**config.mk**
```make
export PLATFORM = sky130hd
export DESIGN_NAME = evm_ballot_capture_flat
export DESIGN_NICKNAME = d
export VERILOG_FILES = /design/src/rtl/evm_ballot_capture_if.sv /design/src/rtl/evm_ballot_capture.sv /design/src/flat_wrapper.sv
export SDC_FILE = /design/constraint.sdc
export NUM_CORES = 1
export LEC_CHECK = 0
export ABC_AREA = 1
export CORE_UTILIZATION = 55
export DETAILED_ROUTE_END_ITERATION = 16
export PLACE_DENSITY = 0.8
export SLEW_MARGIN = 25
export SYNTH_ARGS = -nofsm -noshare
export SYNTH_HDL_FRONTEND = slang
export SYNTH_SLANG_ARGS = --single-unit
```
**constraint.sdc**
```tcl
create_clock -name clk -period 2.5 [get_ports clk]
set_input_delay 0.5 -clock clk [delete_from_list [all_inputs] [get_ports clk]]
set_output_delay 0.5 -clock clk [all_outputs]
set_load 0.02 [all_outputs]
```
**src/rtl/evm_ballot_capture_if.sv**
```systemverilog
// Bus between the ballot front-end and whatever drives the raw controls /
// consumes the conditioned vote. The master owns the raw button, selector and
// session gate; the slave (the capture stage) owns the conditioned outputs.
interface evm_ballot_capture_if;
  logic       raw_btn;
  logic [2:0] raw_sel;
  logic       session_en;
  logic [2:0] vote_input;
  logic       btn;
  logic       busy;
  logic       ignored_press;

  modport master (
    output raw_btn, raw_sel, session_en,
    input  vote_input, btn, busy, ignored_press
  );

  modport slave (
    input  raw_btn, raw_sel, session_en,
    output vote_input, btn, busy, ignored_press
  );
endinterface

```
**src/rtl/evm_ballot_capture.sv**
```systemverilog
// Ballot capture front-end: synchronises and debounces the voter button,
// latches the candidate selector on an accepted press, and emits one btn
// strobe per press, with session gating and a post-vote lockout.
module evm_ballot_capture #(
  parameter int DEBOUNCE_CYCLES = 4,
  parameter int LOCKOUT_CYCLES  = 8
) (
  input logic                  clk,
  input logic                  rst_n,
  evm_ballot_capture_if.slave  cap
);

  localparam int DB_W = $clog2(DEBOUNCE_CYCLES) + 1;
  localparam int LK_W = $clog2(LOCKOUT_CYCLES) + 1;

  typedef enum logic [1:0] {
    IDLE    = 2'd0,
    COMMIT  = 2'd1,
    LOCKOUT = 2'd2,
    RELEASE = 2'd3
  } state_e;

  logic            btn_meta_q, sync_btn_q;
  logic [2:0]      sel_meta_q, sync_sel_q;
  logic            db_btn_q, db_btn_d;
  logic            db_dly_q;
  logic [DB_W-1:0] db_cnt_q, db_cnt_d;
  logic [LK_W-1:0] lock_cnt_q, lock_cnt_d;
  logic [2:0]      vote_q, vote_d;
  logic            ign_q, ign_d;
  state_e          state_q, state_d;
  logic            press;

  // Two-flop synchronisers for the asynchronous button and selector.
  always_ff @(posedge clk) begin
    if (!rst_n) begin
      btn_meta_q <= 1'b0;
      sync_btn_q <= 1'b0;
      sel_meta_q <= 3'b000;
      sync_sel_q <= 3'b000;
    end else begin
      btn_meta_q <= cap.raw_btn;
      sync_btn_q <= btn_meta_q;
      sel_meta_q <= cap.raw_sel;
      sync_sel_q <= sel_meta_q;
    end
  end

  // Debounce: the filtered button only follows after a run of stable cycles.
  always_comb begin
    db_btn_d = db_btn_q;
    db_cnt_d = '0;
    if (sync_btn_q != db_btn_q) begin
      if (db_cnt_q == DB_W'(DEBOUNCE_CYCLES - 1)) begin
        db_btn_d = sync_btn_q;
      end else begin
        db_cnt_d = db_cnt_q + 1'b1;
      end
    end
  end

  assign press = db_btn_q & ~db_dly_q;

  // Capture FSM next state: commit, lockout countdown, wait for release.
  always_comb begin
    state_d    = state_q;
    lock_cnt_d = lock_cnt_q;
    vote_d     = vote_q;
    ign_d      = 1'b0;
    case (state_q)
      IDLE: begin
        if (press) begin
          if (cap.session_en) begin
            state_d = COMMIT;
            vote_d  = sync_sel_q;
          end else begin
            ign_d = 1'b1;
          end
        end
      end
      COMMIT: begin
        state_d    = LOCKOUT;
        lock_cnt_d = LK_W'(LOCKOUT_CYCLES);
      end
      LOCKOUT: begin
        ign_d      = press;
        lock_cnt_d = lock_cnt_q - 1'b1;
        if (lock_cnt_q <= LK_W'(1)) begin
          state_d = RELEASE;
        end
      end
      RELEASE: begin
        if (!db_btn_q) begin
          state_d = IDLE;
        end
      end
      default: state_d = IDLE;
    endcase
  end

  // State, counters and registered outputs; reset overrides everything.
  always_ff @(posedge clk) begin
    if (!rst_n) begin
      db_btn_q   <= 1'b0;
      db_dly_q   <= 1'b0;
      db_cnt_q   <= '0;
      lock_cnt_q <= '0;
      vote_q     <= 3'b000;
      ign_q      <= 1'b0;
      state_q    <= IDLE;
    end else begin
      db_btn_q   <= db_btn_d;
      db_dly_q   <= db_btn_q;
      db_cnt_q   <= db_cnt_d;
      lock_cnt_q <= lock_cnt_d;
      vote_q     <= vote_d;
      ign_q      <= ign_d;
      state_q    <= state_d;
    end
  end

  assign cap.vote_input    = vote_q;
  assign cap.btn           = (state_q == COMMIT);
  assign cap.busy          = (state_q != IDLE);
  assign cap.ignored_press = ign_q;

endmodule

```
**src/flat_wrapper.sv**
```systemverilog
// flat-port wrapper written by rule: the top's interface ports become plain ports
module evm_ballot_capture_flat 
#(
  parameter int DEBOUNCE_CYCLES = 4,
  parameter int LOCKOUT_CYCLES  = 8
)
  (clk, rst_n, cap_raw_btn, cap_raw_sel, cap_session_en, cap_vote_input, cap_btn, cap_busy, cap_ignored_press);
  evm_ballot_capture_if cap_i ();
  input logic clk;
  input logic rst_n;
  input wire logic [$bits(cap_i.raw_btn)-1:0] cap_raw_btn;
  input wire logic [$bits(cap_i.raw_sel)-1:0] cap_raw_sel;
  input wire logic [$bits(cap_i.session_en)-1:0] cap_session_en;
  output wire logic [$bits(cap_i.vote_input)-1:0] cap_vote_input;
  output wire logic [$bits(cap_i.btn)-1:0] cap_btn;
  output wire logic [$bits(cap_i.busy)-1:0] cap_busy;
  output wire logic [$bits(cap_i.ignored_press)-1:0] cap_ignored_press;
  assign cap_i.raw_btn = cap_raw_btn;
  assign cap_i.raw_sel = cap_raw_sel;
  assign cap_i.session_en = cap_session_en;
  assign cap_vote_input = cap_i.vote_input;
  assign cap_btn = cap_i.btn;
  assign cap_busy = cap_i.busy;
  assign cap_ignored_press = cap_i.ignored_press;
  evm_ballot_capture #(.DEBOUNCE_CYCLES(DEBOUNCE_CYCLES), .LOCKOUT_CYCLES(LOCKOUT_CYCLES)) u_core (.clk(clk), .rst_n(rst_n), .cap(cap_i));
endmodule
```
==> Changelog: implementation, run 1 <==
### Implementation results

* Buffers & Inverters on Critical Path at 3
* Signal inverters at 22
* Switching power total at 0.341 mW
* Number of antenna diodes at 0
* Cell taking the most area after synthesis: dfxtp_1
* Warning total across the stage logs at 30
* Clk_lat worst skew at 0.30 ns
* Remaining antenna violation count at 0
* Ordered cell list for the critical path: inv_1 -> ha_1 -> inv_1 -> clkdlybuf4s50_1
* Crit path setup slack, layout at 0.342 ns
* Busiest layer in global routing: met2
* Top area contributor share at 0.495
* AND-OR/OR-AND Cells, Area Fraction at 0.0700
* IO buf count at 12
* Proportion of cell area occupied by registers at 0.421
* Number of logic stages on the critical path including buffering at 4
* Via count of the first global-routing pass at 640
* Top flip-flop cell by instance count after synthesis: dfxtp_1
* Pre-placement core utilization at 0.603
* Well-Tap Cells at 16
* Min-Delay Path Class: flip-flop to flip-flop
* Flip-flop count of the largest register, all copies and words added at 4
* Overflow left after global routing at 0
* Inserted Clock Buffers at 3
* Clock transition at the registers of the reported paths at 0.12 ns
* Proportion of power drawn by combinational gates at 0.360
* Area figure in the yosys stat output at 930 um^2
* Most frequent CP cell: inv_1
* Outcome: complete, no violations
* Worst Hold Path EP: u_core.sync_btn_q
* CP Capture Type: primary output
* TritonCTS clock tree: yes
* FMAX at 463 MHz
* Register ranked first by flip-flop count: u_core.lock_cnt_q
* Hold slack at 0.419 ns
* Startpoint of the most critical register-to-register path: u_core.state_q[1]
* DR top layer: met3
* Total clock network power at 0.166 mW
* Switching share of power at 0.358
* Met3 track utilization from global routing at 0.0511
* DR vias at 714
* Max-capacitance violation count at 0
* Wirelength, routed at 1.45 mm
* I/O pin count at 13
* Transition time at the pin with the least slew margin at 0.334 ns
* Post-detailed-route wirelength per cell at 9.68 um
* Synth Area per Inst at 7.81 um^2
* Relative slew slack at 0.777
* CP Capture Point: cap_busy
* Wire length of the first global-routing pass at 2.60 mm
* Cell depth of the worst hold path at 2
* Worst-case setup slack after placement at 0.684 ns
* 1st-iter DRT viols at 13
* Area share of buffers outside the clock network at 0.117
* Fraction of power consumed by sequential logic at 0.465
* Post-synth regs at 23
* Most numerous cell in the Yosys netlist: nand2_1
* Final standard cell area without fillers at 0.00109 mm^2
* Combinational fraction of the cell area at 0.344
* Slowest stage cell, crit path: clkdlybuf4s50_1
* Critical path class: flip-flop to primary output
* Largest net degree at the start of global routing at 14
* DR vias/cell at 4.76
* Number of pins exceeding their max-slew limit in the final report at 0
* Met2 Usage GRT at 0.304
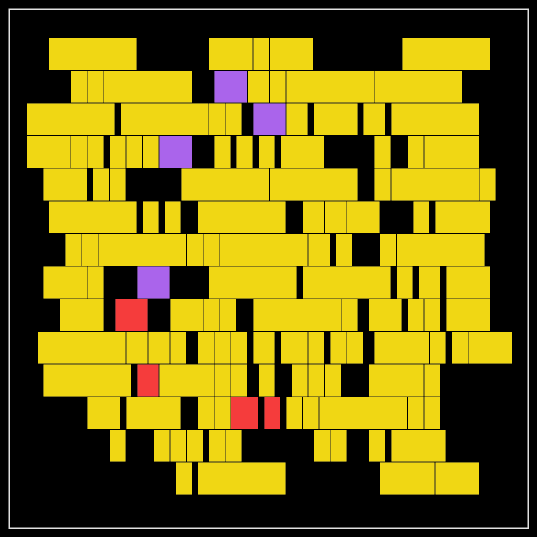
Run 1: cells by drive strength
Drawn at 12 px/um.
Key: red = _2 cells [cells 4, share 3.0%]; yellow = _0 and _1 cells [cells 126, share 94%]; purple = _3 and _4 cells [cells 4, share 3.0%]

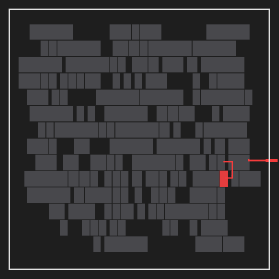
Run 1: wires at chosen ports, followed through buffers
Drawn at 6 px/um.
Key: red = `cap_busy` [direction output, edge right, end cells 1, buffers 1, wire 8.40 um]

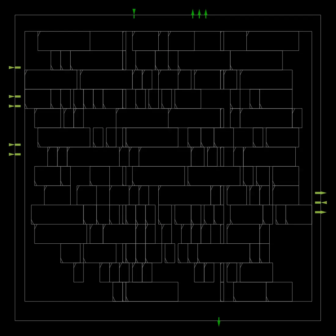
Run 1: placed standard cells
number of filler instances in the final layout: 136
number of sequential storage elements: 23
Row Count: 14

Run 1, ports around the boundary:
Drawn at 12 px/um. Pins as bars across the die edge, other pins in gray.
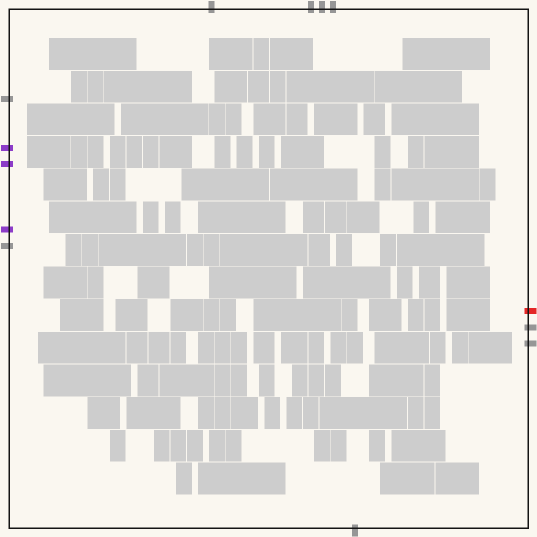

## Run 2: what changed since run 1
--- a/config.mk
+++ b/config.mk
@@ -7,6 +7,7 @@
 export LEC_CHECK = 0
 export ABC_AREA = 1
 export CORE_UTILIZATION = 55
+export CTS_CLUSTER_SIZE = 25
 export DETAILED_ROUTE_END_ITERATION = 16
 export PLACE_DENSITY = 0.8
 export SLEW_MARGIN = 25
==> constraint.sdc (replaced) <==
create_clock -name clk -period 2.5 [get_ports clk]
set_input_delay 0.75 -clock clk [delete_from_list [all_inputs] [get_ports clk]]
set_output_delay 0.75 -clock clk [all_outputs]
set_load 0.02 [all_outputs]
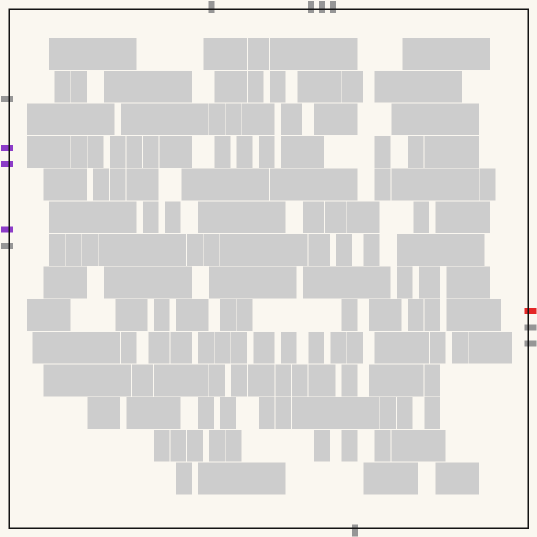
Run 2: ports around the boundary
Drawn at 12 px/um. Pins as bars across the die edge, other pins in gray.
Key: purple = `cap_raw_sel` [pins 3, direction input, edge left]; red = `cap_busy` [pins 1, direction output, edge right]

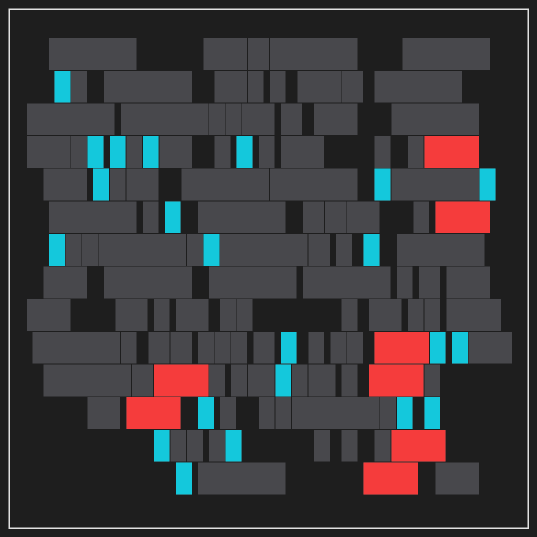
Run 2: gate families picked out
Drawn at 12 px/um.
Key: red = adder and majority cells [cells 8, most used ha_1]; cyan = inverters [cells 22, most used inv_1]
most numerous logic cell after layout: nand2_1
combinational fraction of the cell area: 0.343
count of placed standard cells in the final layout, fillers left out: 150

==> Changelog: implementation, run 2 <==
### Implementation results

* CP Capture Point: cap_btn
* Number of antenna diodes at 0
* Pre-placement core utilization at 0.603
* IO buf count at 12
* Largest stage delay on the critical path at 0.53 ns
* P_comb at 0.341 mW
* Clock buffer and inverter area fraction after layout at 0.0251
* Power consumed by sequential cells at 0.443 mW
* Startpoint of the most critical hold path: u_core.sel_meta_q[2]
* Most numerous cell in the Yosys netlist: nand2_1
* Wirelength, routed at 1.46 mm
* Max Fanout on Critical Path at 4
* Overflow left after global routing at 0
* Total placed cells including tap cells at 146
* DR top layer: met4
* Post-synth top cells: nand2_1 (24), dfxtp_1 (23), nor2_1 (23)
* Min-Delay Path Class: flip-flop to flip-flop
* Outcome: complete, no violations
* Peak ir drop on the vdd network at 0.547 mV
* Busiest layer in global routing: met2
* Worst Hold Path EP: u_core.sync_sel_q[2]
* AND-OR/OR-AND Cells, Area Fraction at 0.0700
* Warning total across the stage logs at 30
* Via count of the first global-routing pass at 652
* Fraction of power consumed by sequential logic at 0.467
* 1st-iter DRT viols at 36
* Number of sequential storage elements at 23
* Number of flops mapped to enable cells by yosys at 0
* Number of distinct library cells after synthesis at 17
* Post-route fraction of the period consumed by the critical path at 0.891
* Proportion of cell area occupied by registers at 0.420
* Top area contributor share at 0.495
* Chip Footprint at 0.00186 mm^2
* Well-Tap Cells at 16
* Post-Syn Instances at 119
* Post-synth regs at 23
* Cell depth of the worst hold path at 2
* Switching share of power at 0.357
* Relative slew slack at 0.777
* Area figure in the yosys stat output at 930 um^2
* Met2 Usage GRT at 0.310
* Post-detailed-route wirelength per cell at 9.71 um
* Register ranked first by flip-flop count: u_core.lock_cnt_q
* Remaining antenna violation count at 0
* Worst-case setup slack after placement at 0.433 ns
* Inserted Clock Buffers at 3
* Transition time at the pin with the least slew margin at 0.333 ns
* Synth Area per Inst at 7.81 um^2
* I/O pin count at 13
* TritonCTS clock tree: yes
* Number of filler instances in the final layout at 134
* Proportion of power drawn by combinational gates at 0.360
* Buffers & Inverters on Critical Path at 2
* Max-capacitance violation count at 0
* Largest delay contributor family on the critical path: buffers and inverters
* Startpoint of the most critical register-to-register path: u_core.state_q[0]
* CP Capture Type: primary output
* Switching power total at 0.339 mW
* Signal inverters at 22
* Slowest stage cell, crit path: clkdlybuf4s50_1
* Share of cell area taken by muxes after synthesis at 0
* Number of logic stages on the critical path including buffering at 3
* DR vias/cell at 4.84
* Row Count at 14
* Number of pins exceeding their max-slew limit in the final report at 0
* Clock transition at the registers of the reported paths at 0.12 ns
* FMAX at 449 MHz
* Post-synth seq share at 0.495
* Top flip-flop cell by instance count after synthesis: dfxtp_1
* Total clock network power at 0.165 mW
* Final standard cell area without fillers at 0.00110 mm^2
* Finish-stage setup viols at 0
* Hold slack at 0.416 ns
* Clk_lat worst skew at 0.30 ns
* Ordered cell list for the critical path: inv_1 -> ha_1 -> clkdlybuf4s50_1
* Area share of buffers outside the clock network at 0.119
* Synthesized-area fraction occupied by adder cells at 0.108
* Wire length of the first global-routing pass at 2.59 mm
* Cell taking the most area after synthesis: dfxtp_1
* Crit path setup slack, layout at 0.272 ns
* Largest net degree at the start of global routing at 14
* Critical path class: flip-flop to primary output
* Flip-flop count of the largest register, all copies and words added at 4
* DR vias at 726
* Met3 track utilization from global routing at 0.0383
Run 2, wires at chosen ports, followed through buffers:
Drawn at 6 px/um.
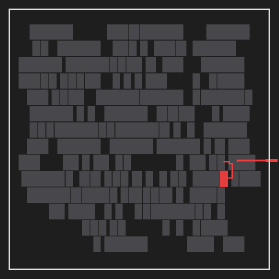

## Run 3: what changed since run 2
--- a/config.mk
+++ b/config.mk
@@ -5,7 +5,6 @@
 export SDC_FILE = /design/constraint.sdc
 export NUM_CORES = 1
 export LEC_CHECK = 0
-export ABC_AREA = 1
 export CORE_UTILIZATION = 55
 export CTS_CLUSTER_SIZE = 25
 export DETAILED_ROUTE_END_ITERATION = 16
==> constraint.sdc (replaced) <==
create_clock -name clk -period 2.5 [get_ports clk]
set_input_delay 0.625 -clock clk [delete_from_list [all_inputs] [get_ports clk]]
set_output_delay 0.625 -clock clk [all_outputs]
set_load 0.02 [all_outputs]
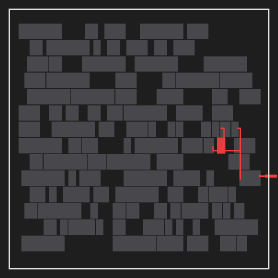
Run 3: wires at chosen ports, followed through buffers
Drawn at 6 px/um.
Key: red = `cap_busy` [direction output, edge right, end cells 1, buffers 1, wire 19.8 um]

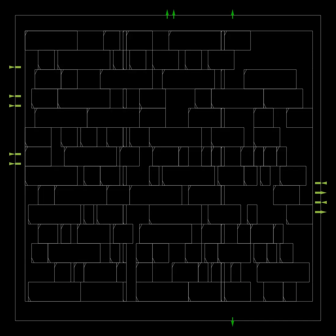
Run 3: placed standard cells
proportion of cell area occupied by registers: 0.422
core area: 0.00154 mm^2
final core area utilization: 0.708
Well-Tap Cells: 16
count of placed standard cells in the final layout, fillers left out: 122

==> Changelog: implementation, run 3 <==
### Implementation results

* Register ranked first by flip-flop count: u_core.lock_cnt_q
* Post-route fraction of the period consumed by the critical path at 0.933
* AND-OR/OR-AND Cells, Area Fraction at 0.0893
* Share of cell area taken by muxes after synthesis at 0.0650
* # Cells Yosys at 91
* Fraction of registers with async set or reset after synthesis at 0
* Power consumed by sequential cells at 0.393 mW
* Worst r2r path cells at 6
* Relative slew slack at 0.691
* Reg-to-reg critical path endpoint: u_core.lock_cnt_q[2]
* Final standard cell area without fillers at 0.00109 mm^2
* Multi-input combinational cell area at 427 um^2
* Post-synth seq share at 0.498
* Buffers & Inverters on Critical Path at 3
* Worst-case register-to-register setup slack at 1.04 ns
* 1st-iter DRT viols at 14
* Main power group: registers
* Startpoint type of the worst setup path: flip-flop
* Count of nets after finishing at 122
* Clock buffer and inverter area fraction after layout at 0.0241
* Cell taking the most area after synthesis: dfxtp_1
* Largest net degree at the start of global routing at 15
* Number of post-CTS setup repair buffers at 0
* Remaining antenna violation count at 0
* Combinational fraction of the cell area at 0.391
* Overflow left after global routing at 0
* Estimated wirelength of the detail-placed design at 1.11 mm
* Number of optimization iterations in the first detailed-route pass at 4
* Max-capacitance violation count at 0
* Switching share of power at 0.255
* I/O pin count at 13
* Chip Footprint at 0.00185 mm^2
* Post-synth top cells: dfxtp_1 (23), and2_1 (11), ha_1 (8), inv_1 (8)
* Crit path setup slack, layout at 0.167 ns
* Buffer count excluding the clock tree in the final layout at 13
* Setup_tns at 0 ns
* Synth Area per Inst at 10.2 um^2
* Clock sinks at 23
* Hold slack at 0.431 ns
* Max Fanout on Critical Path at 4
* Most numerous logic cell after layout: dfxtp_1
* Most frequently placed logic cells in the final layout: dfxtp_1 (23), clkdlybuf4s50_1 (12), and2_1 (11), inv_1 (8), ha_1 (8)
* Wirelength, routed at 1.47 mm
* Worst Hold Path EP: u_core.db_cnt_q[0]
* Leakage power at 0.488 nW
* TritonCTS clock tree: yes
* Slowest stage cell, crit path: clkdlybuf4s50_1
* Area figure in the yosys stat output at 925 um^2
* DR vias/cell at 5.20
* Required time of the worst setup path at 1.88 ns
* CP Capture Type: primary output
* Peak ir drop on the vdd network at 0.610 mV
* Warning total across the stage logs at 30
* Die span in y at 43 um
* Met3 track utilization from global routing at 0.0383
* Transition time at the pin with the least slew margin at 0.462 ns
* Signal inverters at 8
* Top area cells in the synthesized netlist: dfxtp_1 (50%), ha_1 (11%), and2_1 (7.4%), mux2i_1 (6.5%), nor2b_1 (3.4%)
* Placed standard-cell area at 0.00106 mm^2
* Finish-stage setup viols at 0
* DR vias at 634
* Via count of the first global-routing pass at 641
* IO buf count at 12
* Startpoint of the most critical hold path: u_core.db_cnt_q[0]
* Clk_lat worst skew at 0.29 ns
* Post-detailed-route wirelength per cell at 12.1 um
* Pre-placement core utilization at 0.600
* Routed length on met3 at 37 um
* Critical path class: flip-flop to primary output
* Total internal power at 0.500 mW
* Number of logic stages on the critical path including buffering at 4
* Total global routing track utilization at 0.187
* Multi-input combinational cell count at 58
* XORs/XNORs by Area at 0.00947
* Top area contributor share at 0.498
* Total placed cells including tap cells at 118
* Number of flops mapped to enable cells by yosys at 0
* Proportion of power drawn by combinational gates at 0.175
* Most frequent CP cell: inv_1
* Outcome: complete, no violations
* Row Count at 14
* Min-Delay Path Class: flip-flop to flip-flop
* Routed length on met1 at 701 um
* Synthesized netlist net count at 106
* Fraction of power consumed by sequential logic at 0.586
* Number of distinct library cells after synthesis at 21
* Worst-case setup slack after placement at 0.501 ns
* CP Capture Point: cap_busy
* Ordered cell list for the critical path: inv_1 -> ha_1 -> inv_1 -> clkdlybuf4s50_1
* Total clock network power at 0.160 mW
* Switching power total at 0.171 mW
* Post-synth regs at 23
* Number of sequential storage elements at 23
* Hold Fails Final Rpt at 0
* PnR Total Power at 0.670 mW
* Number of pins exceeding their max-slew limit in the final report at 0
* Most numerous cell in the Yosys netlist: dfxtp_1
* CP startpoint: u_core.state_q[0]
* DR top layer: met3
* Met2 Usage GRT at 0.324
* Top flip-flop cell by instance count after synthesis: dfxtp_1
* Startpoint of the most critical register-to-register path: u_core.state_q[0]
* Largest stage delay on the critical path at 0.61 ns
* Largest delay contributor family on the critical path: buffers and inverters
* Post-Syn Instances at 91
* Number of filler instances in the final layout at 136
* Inserted Clock Buffers at 3
* Cell depth of the worst hold path at 1
* P_comb at 0.117 mW
* Gp weighted congestion at 0.738
* Wire length of the first global-routing pass at 2.61 mm
* Clock transition at the registers of the reported paths at 0.12 ns
* Synthesized-area fraction occupied by adder cells at 0.108
* Busiest layer in global routing: met2
* Synthesized cell area at 925 um^2
* Flip-flop count of the largest register, all copies and words added at 4
* FMAX at 429 MHz
* Layout cell share with drive strength beyond 1 at 0.0472
* Number of antenna diodes at 0
* Area share of buffers outside the clock network at 0.117
* Setup repair after global routing missed its margin: false
Power figures rest on the tool's default switching activity, not on a simulated workload.
